**config.mk**
```make
export PLATFORM = sky130hd
export DESIGN_NAME = rcv_phy_deframer
export DESIGN_NICKNAME = d
export VERILOG_FILES = /design/src/rtl/rcv_pkg.sv /design/src/rtl/rcv_nibble_packer.sv /design/src/rtl/rcv_phy_deframer.sv
export SDC_FILE = /design/constraint.sdc
export NUM_CORES = 1
export LEC_CHECK = 0
export ABC_AREA = 1
export CAP_MARGIN = 20
export CORE_MARGIN = 3
export CORE_UTILIZATION = 55
export DETAILED_ROUTE_END_ITERATION = 16
export GPL_ROUTABILITY_DRIVEN = 0
export HOLD_SLACK_MARGIN = 0.15
export PLACE_DENSITY = 0.77
export SLEW_MARGIN = 5
export SYNTH_ARGS = -nofsm -noshare
export SYNTH_HDL_FRONTEND = slang
export SYNTH_SLANG_ARGS = --single-unit
export TNS_END_PERCENT = 20
```
**constraint.sdc**
```tcl
create_clock -name clk_phy -period 4.7 [get_ports clk_phy]
set_clock_uncertainty 0.1 [all_clocks]
set_input_delay 0.47 -clock clk_phy [delete_from_list [all_inputs] [get_ports clk_phy]]
set_output_delay 0.47 -clock clk_phy [all_outputs]
set_load 0.005 [all_outputs]
```
**src/rtl/rcv_pkg.sv**
```systemverilog
// rtl/rcv_pkg.sv - shared constants, state type and header check for the receive deframer
package rcv_pkg;

    localparam int LEN_W_DEF    = 12;
    localparam int MAX_LEN_DEF  = 2047;
    localparam int CTRL_W       = 24;
    localparam int LEN_HI_MSB   = 23;
    localparam int LEN_HI_LSB   = 12;
    localparam int LEN_LO_MSB   = 11;
    localparam int LEN_LO_LSB   = 0;
    localparam int HDR_NIBBLES  = 6;

    typedef enum logic [1:0] {
        IDLE    = 2'd0,
        HDR     = 2'd1,
        PAYLOAD = 2'd2,
        DROP    = 2'd3
    } rcv_state_e;

    // Both length copies must agree and the length must be in 1..max_len.
    function automatic logic hdr_ok(input logic [CTRL_W-1:0] ctrl, input int max_len);
        logic [LEN_HI_MSB-LEN_HI_LSB:0] len_hi;
        logic [LEN_LO_MSB-LEN_LO_LSB:0] len_lo;
        len_hi = ctrl[LEN_HI_MSB:LEN_HI_LSB];
        len_lo = ctrl[LEN_LO_MSB:LEN_LO_LSB];
        return (len_hi == len_lo) && (len_hi != '0) && (int'(len_hi) <= max_len);
    endfunction

endpackage

```
**src/rtl/rcv_nibble_packer.sv**
```systemverilog
// rtl/rcv_nibble_packer.sv - pairs PHY nibbles (low first) into bytes with a completion strobe
module rcv_nibble_packer (
    input  logic       clk_i,
    input  logic       reset_i,
    input  logic [3:0] nibble_i,
    input  logic       dv_i,
    output logic [7:0] byte_o,
    output logic       byte_done_o,
    output logic       phase_o
);

    logic       phase_q;
    logic [3:0] low_q;

    always_ff @(posedge clk_i) begin
        if (reset_i) begin
            phase_q <= 1'b0;
            low_q   <= 4'h0;
        end else if (!dv_i) begin
            phase_q <= 1'b0;
        end else begin
            phase_q <= ~phase_q;
            if (!phase_q) begin
                low_q <= nibble_i;
            end
        end
    end

    // The byte completes on the edge that samples its high nibble.
    assign byte_o      = {nibble_i, low_q};
    assign byte_done_o = dv_i & phase_q;
    assign phase_o     = phase_q;

endmodule

```
**src/rtl/rcv_phy_deframer.sv**
```systemverilog
// rtl/rcv_phy_deframer.sv - PHY nibble deframer: header check, payload extraction, length and drop accounting
module rcv_phy_deframer
    import rcv_pkg::*;
#(
    parameter int LEN_W   = LEN_W_DEF,
    parameter int MAX_LEN = MAX_LEN_DEF
) (
    input  logic               clk_phy,
    input  logic               reset,
    input  logic [3:0]         phy_data_in,
    input  logic               phy_rx_dv,
    output logic [7:0]         r_data_out,
    output logic               r_data_valid,
    output logic               r_frame_valid,
    output logic [CTRL_W-1:0]  r_ctrl_out,
    output logic               r_frame_end,
    output logic               r_len_err,
    output logic               r_hdr_err,
    output logic [7:0]         r_drop_cnt
);

    localparam logic [2:0] HDR_LAST = 3'(HDR_NIBBLES - 1);

    rcv_state_e        state_q, state_d;
    logic [CTRL_W-1:0] hdr_q, hdr_d;
    logic [2:0]        nib_q, nib_d;
    logic [LEN_W-1:0]  cnt_q, cnt_d;
    logic              over_q, over_d;
    logic [7:0]        drop_q, drop_d;
    logic [CTRL_W-1:0] ctrl_q, ctrl_d;
    logic [7:0]        data_q, data_d;
    logic              dvld_q, dvld_d;
    logic              fv_q, fv_d;
    logic              fe_q, fe_d;
    logic              le_q, le_d;
    logic              he_q, he_d;

    logic [7:0]        pk_byte;
    logic              pk_done;
    logic              pk_phase;
    logic [CTRL_W-1:0] ctrl_next;
    logic [LEN_W-1:0]  frame_len;
    logic              reject;

    rcv_nibble_packer u_packer (
        .clk_i       (clk_phy),
        .reset_i     (reset),
        .nibble_i    (phy_data_in),
        .dv_i        (phy_rx_dv),
        .byte_o      (pk_byte),
        .byte_done_o (pk_done),
        .phase_o     (pk_phase)
    );

    assign ctrl_next = {hdr_q[CTRL_W-9:0], pk_byte};
    assign frame_len = LEN_W'(hdr_q[LEN_HI_MSB:LEN_HI_LSB]);

    always_comb begin
        state_d = state_q;
        hdr_d   = hdr_q;
        nib_d   = nib_q;
        cnt_d   = cnt_q;
        over_d  = over_q;
        drop_d  = drop_q;
        ctrl_d  = ctrl_q;
        data_d  = data_q;
        dvld_d  = 1'b0;
        fv_d    = 1'b0;
        fe_d    = 1'b0;
        le_d    = 1'b0;
        he_d    = 1'b0;
        reject  = 1'b0;

        case (state_q)
            IDLE: begin
                if (phy_rx_dv) begin
                    state_d = HDR;
                    nib_d   = 3'd1;
                end
            end
            HDR: begin
                if (!phy_rx_dv) begin
                    reject  = 1'b1;
                    state_d = IDLE;
                end else begin
                    nib_d = nib_q + 3'd1;
                    if (pk_done) begin
                        hdr_d = ctrl_next;
                    end
                    if (nib_q == HDR_LAST) begin
                        if (hdr_ok(ctrl_next, MAX_LEN)) begin
                            state_d = PAYLOAD;
                            cnt_d   = '0;
                            over_d  = 1'b0;
                        end else begin
                            reject  = 1'b1;
                            state_d = DROP;
                        end
                    end
                end
            end
            PAYLOAD: begin
                if (!phy_rx_dv) begin
                    fe_d    = 1'b1;
                    le_d    = (cnt_q != frame_len) | over_q | pk_phase;
                    state_d = IDLE;
                end else if (pk_done) begin
                    // Bytes past the declared length are swallowed and only flagged.
                    if (cnt_q != frame_len) begin
                        data_d = pk_byte;
                        dvld_d = 1'b1;
                        cnt_d  = cnt_q + LEN_W'(1);
                        if (cnt_q == '0) begin
                            fv_d   = 1'b1;
                            ctrl_d = hdr_q;
                        end
                    end else begin
                        over_d = 1'b1;
                    end
                end
            end
            DROP: begin
                if (!phy_rx_dv) begin
                    state_d = IDLE;
                end
            end
            default: state_d = IDLE;
        endcase

        if (reject) begin
            he_d   = 1'b1;
            drop_d = (drop_q == 8'hFF) ? drop_q : drop_q + 8'd1;
        end
    end

    always_ff @(posedge clk_phy) begin
        if (reset) begin
            state_q <= IDLE;
            hdr_q   <= '0;
            nib_q   <= 3'd0;
            cnt_q   <= '0;
            over_q  <= 1'b0;
            drop_q  <= 8'd0;
            ctrl_q  <= '0;
            data_q  <= 8'd0;
            dvld_q  <= 1'b0;
            fv_q    <= 1'b0;
            fe_q    <= 1'b0;
            le_q    <= 1'b0;
            he_q    <= 1'b0;
        end else begin
            state_q <= state_d;
            hdr_q   <= hdr_d;
            nib_q   <= nib_d;
            cnt_q   <= cnt_d;
            over_q  <= over_d;
            drop_q  <= drop_d;
            ctrl_q  <= ctrl_d;
            data_q  <= data_d;
            dvld_q  <= dvld_d;
            fv_q    <= fv_d;
            fe_q    <= fe_d;
            le_q    <= le_d;
            he_q    <= he_d;
        end
    end

    assign r_data_out    = data_q;
    assign r_data_valid  = dvld_q;
    assign r_frame_valid = fv_q;
    assign r_ctrl_out    = ctrl_q;
    assign r_frame_end   = fe_q;
    assign r_len_err     = le_q;
    assign r_hdr_err     = he_q;
    assign r_drop_cnt    = drop_q;

endmodule

```
Routed clock nets over the placement:
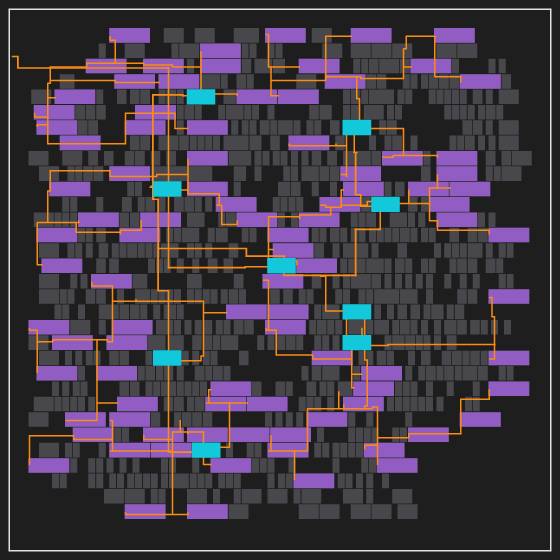
clock drivers -> cyan  # count 9
clock wires -> orange  # length 1,070 um
flip-flops -> purple  # count 92
routed clock nets = 10
clock network fraction of total power: 33.9%
clock insertion delay at the later pin of the skew report: 0.36 ns
Clock group: 527 uW

Routing congestion map:
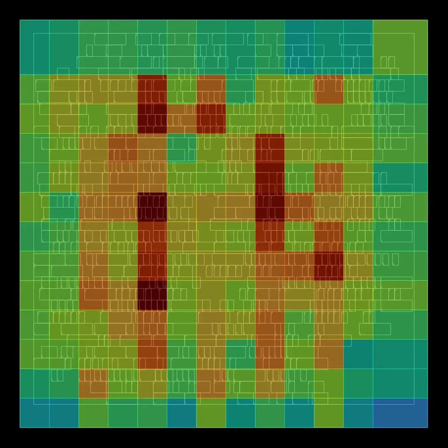
detailed-route wire length per cell: 12.2 um
Util after Layout: 66.2%
met2 routing resource usage after global routing: 36.9%
GR peak layer: met2

Register map, names as in the netlist:
Other sequential cells in the stronger grey, the rest of the logic in the fainter grey.
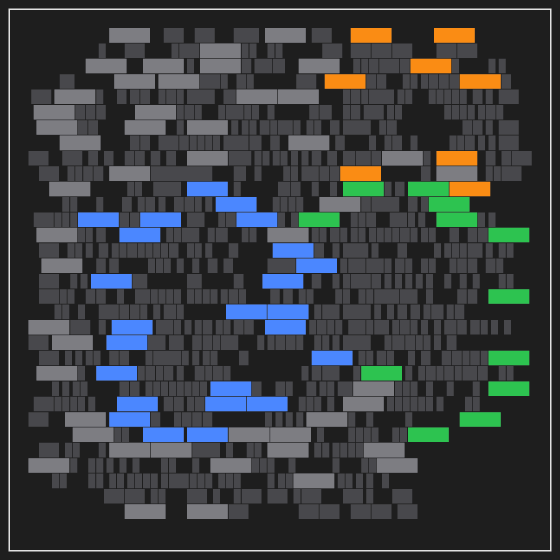
hdr_q -> blue  # placed flops 24
r_drop_cnt -> orange  # placed flops 8, where top right
cnt_q -> green  # placed flops 12, where right middle
flop share of the area: 35.8%
flip-flop and latch power: 836 uW
FF/Latch Area: 1840 um^2

Met1 routing:
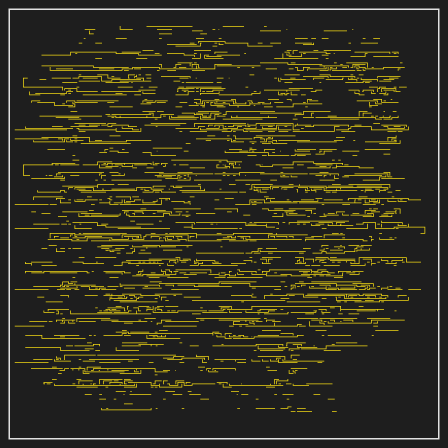
longest straight run = 20.7 um
nets with wire on the layer = 680
share of all routed wire = 46%
wire length on this layer = 4,640 um
main direction = horizontal
Detailed Route WL: 10,000 um
global-route met1 utilization: 28.9%

Port wiring:
Scale bar: 20 um.
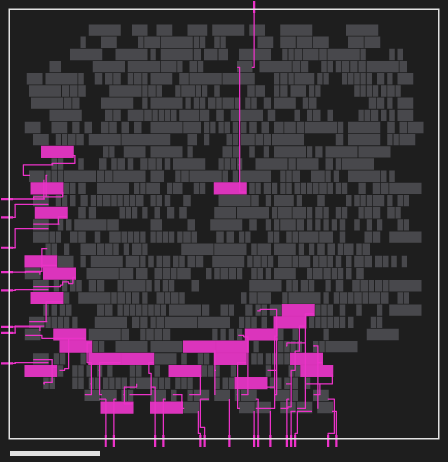
r_ctrl_out -> magenta  # direction output, end cells 24, wire 588 um
PortBufs: 51
number of top-level design ports: 52

==> worst min-delay path: cells and delay by family, from the launching register on <==
family / cells / cell delay [ns]
flip-flops: 1 / 0.32
AND/OR/NAND/NOR: 2 / 0.12
==> path summary, 6_finish.rpt <==
path	end	slack, ns	cells after the start
max	r_ctrl_out[9]	2.11	7
min	over_q	0.38	2
max reg2reg	r_ctrl_out[9]	2.11	7
min reg2reg	over_q	0.38	2
==> final cells by class <==
type,instances,area [um^2]
inverter,96,360
fill,697,2630
sequential,92,1840
timing repair buffer,53,526
tap,102,128
clock inverter,6,63.8
clock buffer,10,128
multi-input combinational,462,2090
==> routing by layer <==
metal,track usage (%),vias up
met2,36.9,83
met1,28.9,1860
li1,-,2173
met5,0,-
met3,3.95,21
met4,8.89,0
==> flow_summary.html <==
<h3>Flow metrics</h3>
<table>
<tr><th>Metric</th><th>Value</th></tr>
<tr><th colspan="2">Floorplan</th></tr>
<tr><td>CORE AREA</td><td>7770 um^2</td></tr>
<tr><th colspan="2">Power</th></tr>
<tr><td>Combinational logic power</td><td>193 uW</td></tr>
<tr><td>Static Leak</td><td>2.40 nW</td></tr>
<tr><td>Sequential Power Share</td><td>53.7%</td></tr>
<tr><td>Switching share of power</td><td>28.1%</td></tr>
<tr><td>Peak ir drop on the vdd network</td><td>143 uV</td></tr>
<tr><th colspan="2">Routing</th></tr>
<tr><td>Iteration tally of the first detailed-router pass</td><td>5</td></tr>
<tr><td>Number of nets still failing antenna checks after routing</td><td>0</td></tr>
<tr><th colspan="2">CTS</th></tr>
<tr><td>Clock slew at the register clock pins of the worst setup and hold paths</td><td>0.09 ns</td></tr>
<tr><td>Post_cts resized</td><td>0</td></tr>
<tr><td>Root buf cell</td><td>sky130_fd_sc_hd__clkbuf_8</td></tr>
<tr><td>Post-CTS Hold Fix Bufs</td><td>0</td></tr>
<tr><td>Buffer count from post-CTS setup fixing</td><td>0</td></tr>
<tr><td>Max clock buf depth</td><td>2</td></tr>
<tr><th colspan="2">Timing</th></tr>
<tr><td>Crit path setup slack, layout</td><td>2.11 ns</td></tr>
<tr><td>RSZ-0062 raised after global routing</td><td>false</td></tr>
<tr><td>Count of endpoints failing hold in the final timing report</td><td>0</td></tr>
<tr><td>Aggregate negative setup slack</td><td>0 ns</td></tr>
<tr><td>Post-route minimum period</td><td>2.59 ns</td></tr>
<tr><td>Final worst hold slack</td><td>0.377 ns</td></tr>
<tr><th colspan="2">Yosys</th></tr>
<tr><td>Cell count after synthesis</td><td>675</td></tr>
<tr><td>Post-synth EDFFs</td><td>0</td></tr>
<tr><td>Yosys-reported design area after synthesis</td><td>4420 um^2</td></tr>
<tr><td>Biggest area contributors in the synthesized netlist</td><td>sky130_fd_sc_hd__dfxtp_1 (42%), sky130_fd_sc_hd__nand2_1 (13%), sky130_fd_sc_hd__nor2_1 (11%)</td></tr>
<tr><td>Dominant Register Cell</td><td>sky130_fd_sc_hd__dfxtp_1</td></tr>
<tr><td>Netlist area before placement</td><td>4420 um^2</td></tr>
<tr><td>List of most frequent post-synthesis cells</td><td>sky130_fd_sc_hd__nand2_1 (154), sky130_fd_sc_hd__nor2_1 (130), sky130_fd_sc_hd__dfxtp_1 (92)</td></tr>
<tr><td>Parity-gate share of the synthesized area counting xor and xnor cells</td><td>2.18%</td></tr>
<tr><td>Number of cell instances after yosys synthesis</td><td>675</td></tr>
<tr><td>Number of distinct library cells after synthesis</td><td>29</td></tr>
<tr><td>Ys flops</td><td>92</td></tr>
<tr><td>Mean Syn Cell Area</td><td>6.54 um^2</td></tr>
<tr><th colspan="2">Setup path</th></tr>
<tr><td>Maximum fanout count along the critical path</td><td>49</td></tr>
<tr><td>Worst path cell trace</td><td>nand2_1 &gt; inv_1 &gt; nand2_2 &gt; nor2_4 &gt; nand2_2 &gt; nor2_1 &gt; nor2_1</td></tr>
<tr><td>Endpoint class of the critical path</td><td>register</td></tr>
<tr><td>Crit path from</td><td>state_q[1]</td></tr>
<tr><td>Cell type of the slowest stage on the worst timing path</td><td>sky130_fd_sc_hd__nand2_2</td></tr>
<tr><td>Data required time at the worst endpoint</td><td>4.85 ns</td></tr>
<tr><th colspan="2">Final layout</th></tr>
<tr><td>Final instance area</td><td>5140 um^2</td></tr>
<tr><td>Net count of the finished layout</td><td>726</td></tr>
<tr><td>ANT cells</td><td>0</td></tr>
<tr><td>Layout cells sized above 1</td><td>4.87%</td></tr>
<tr><td>Highest-count cells in the layout ignoring fill and taps</td><td>sky130_fd_sc_hd__nand2_1 (154), sky130_fd_sc_hd__nor2_1 (129), sky130_fd_sc_hd__dfxtp_1 (92), sky130_fd_sc_hd__inv_1 (87), sky130_fd_sc_hd__clkdlybuf4s50_1 (51)</td></tr>
<tr><th colspan="2">Flow run</th></tr>
<tr><td>Total tool warning count</td><td>28</td></tr>
<tr><td>Number of max-capacitance violations reported</td><td>0</td></tr>
<tr><th colspan="2">GRT</th></tr>
<tr><td>First-pass GRT wire length</td><td>16,300 um</td></tr>
<tr><td>Grt total ovfl</td><td>0</td></tr>
<tr><th colspan="2">Placed design</th></tr>
<tr><td>Placed wire-length estimate</td><td>7070 um</td></tr>
<tr><th colspan="2">Outcome</th></tr>
<tr><td>Result of the run</td><td>complete, no violations</td></tr>
</table>
Power and IR drop assume default switching activity.
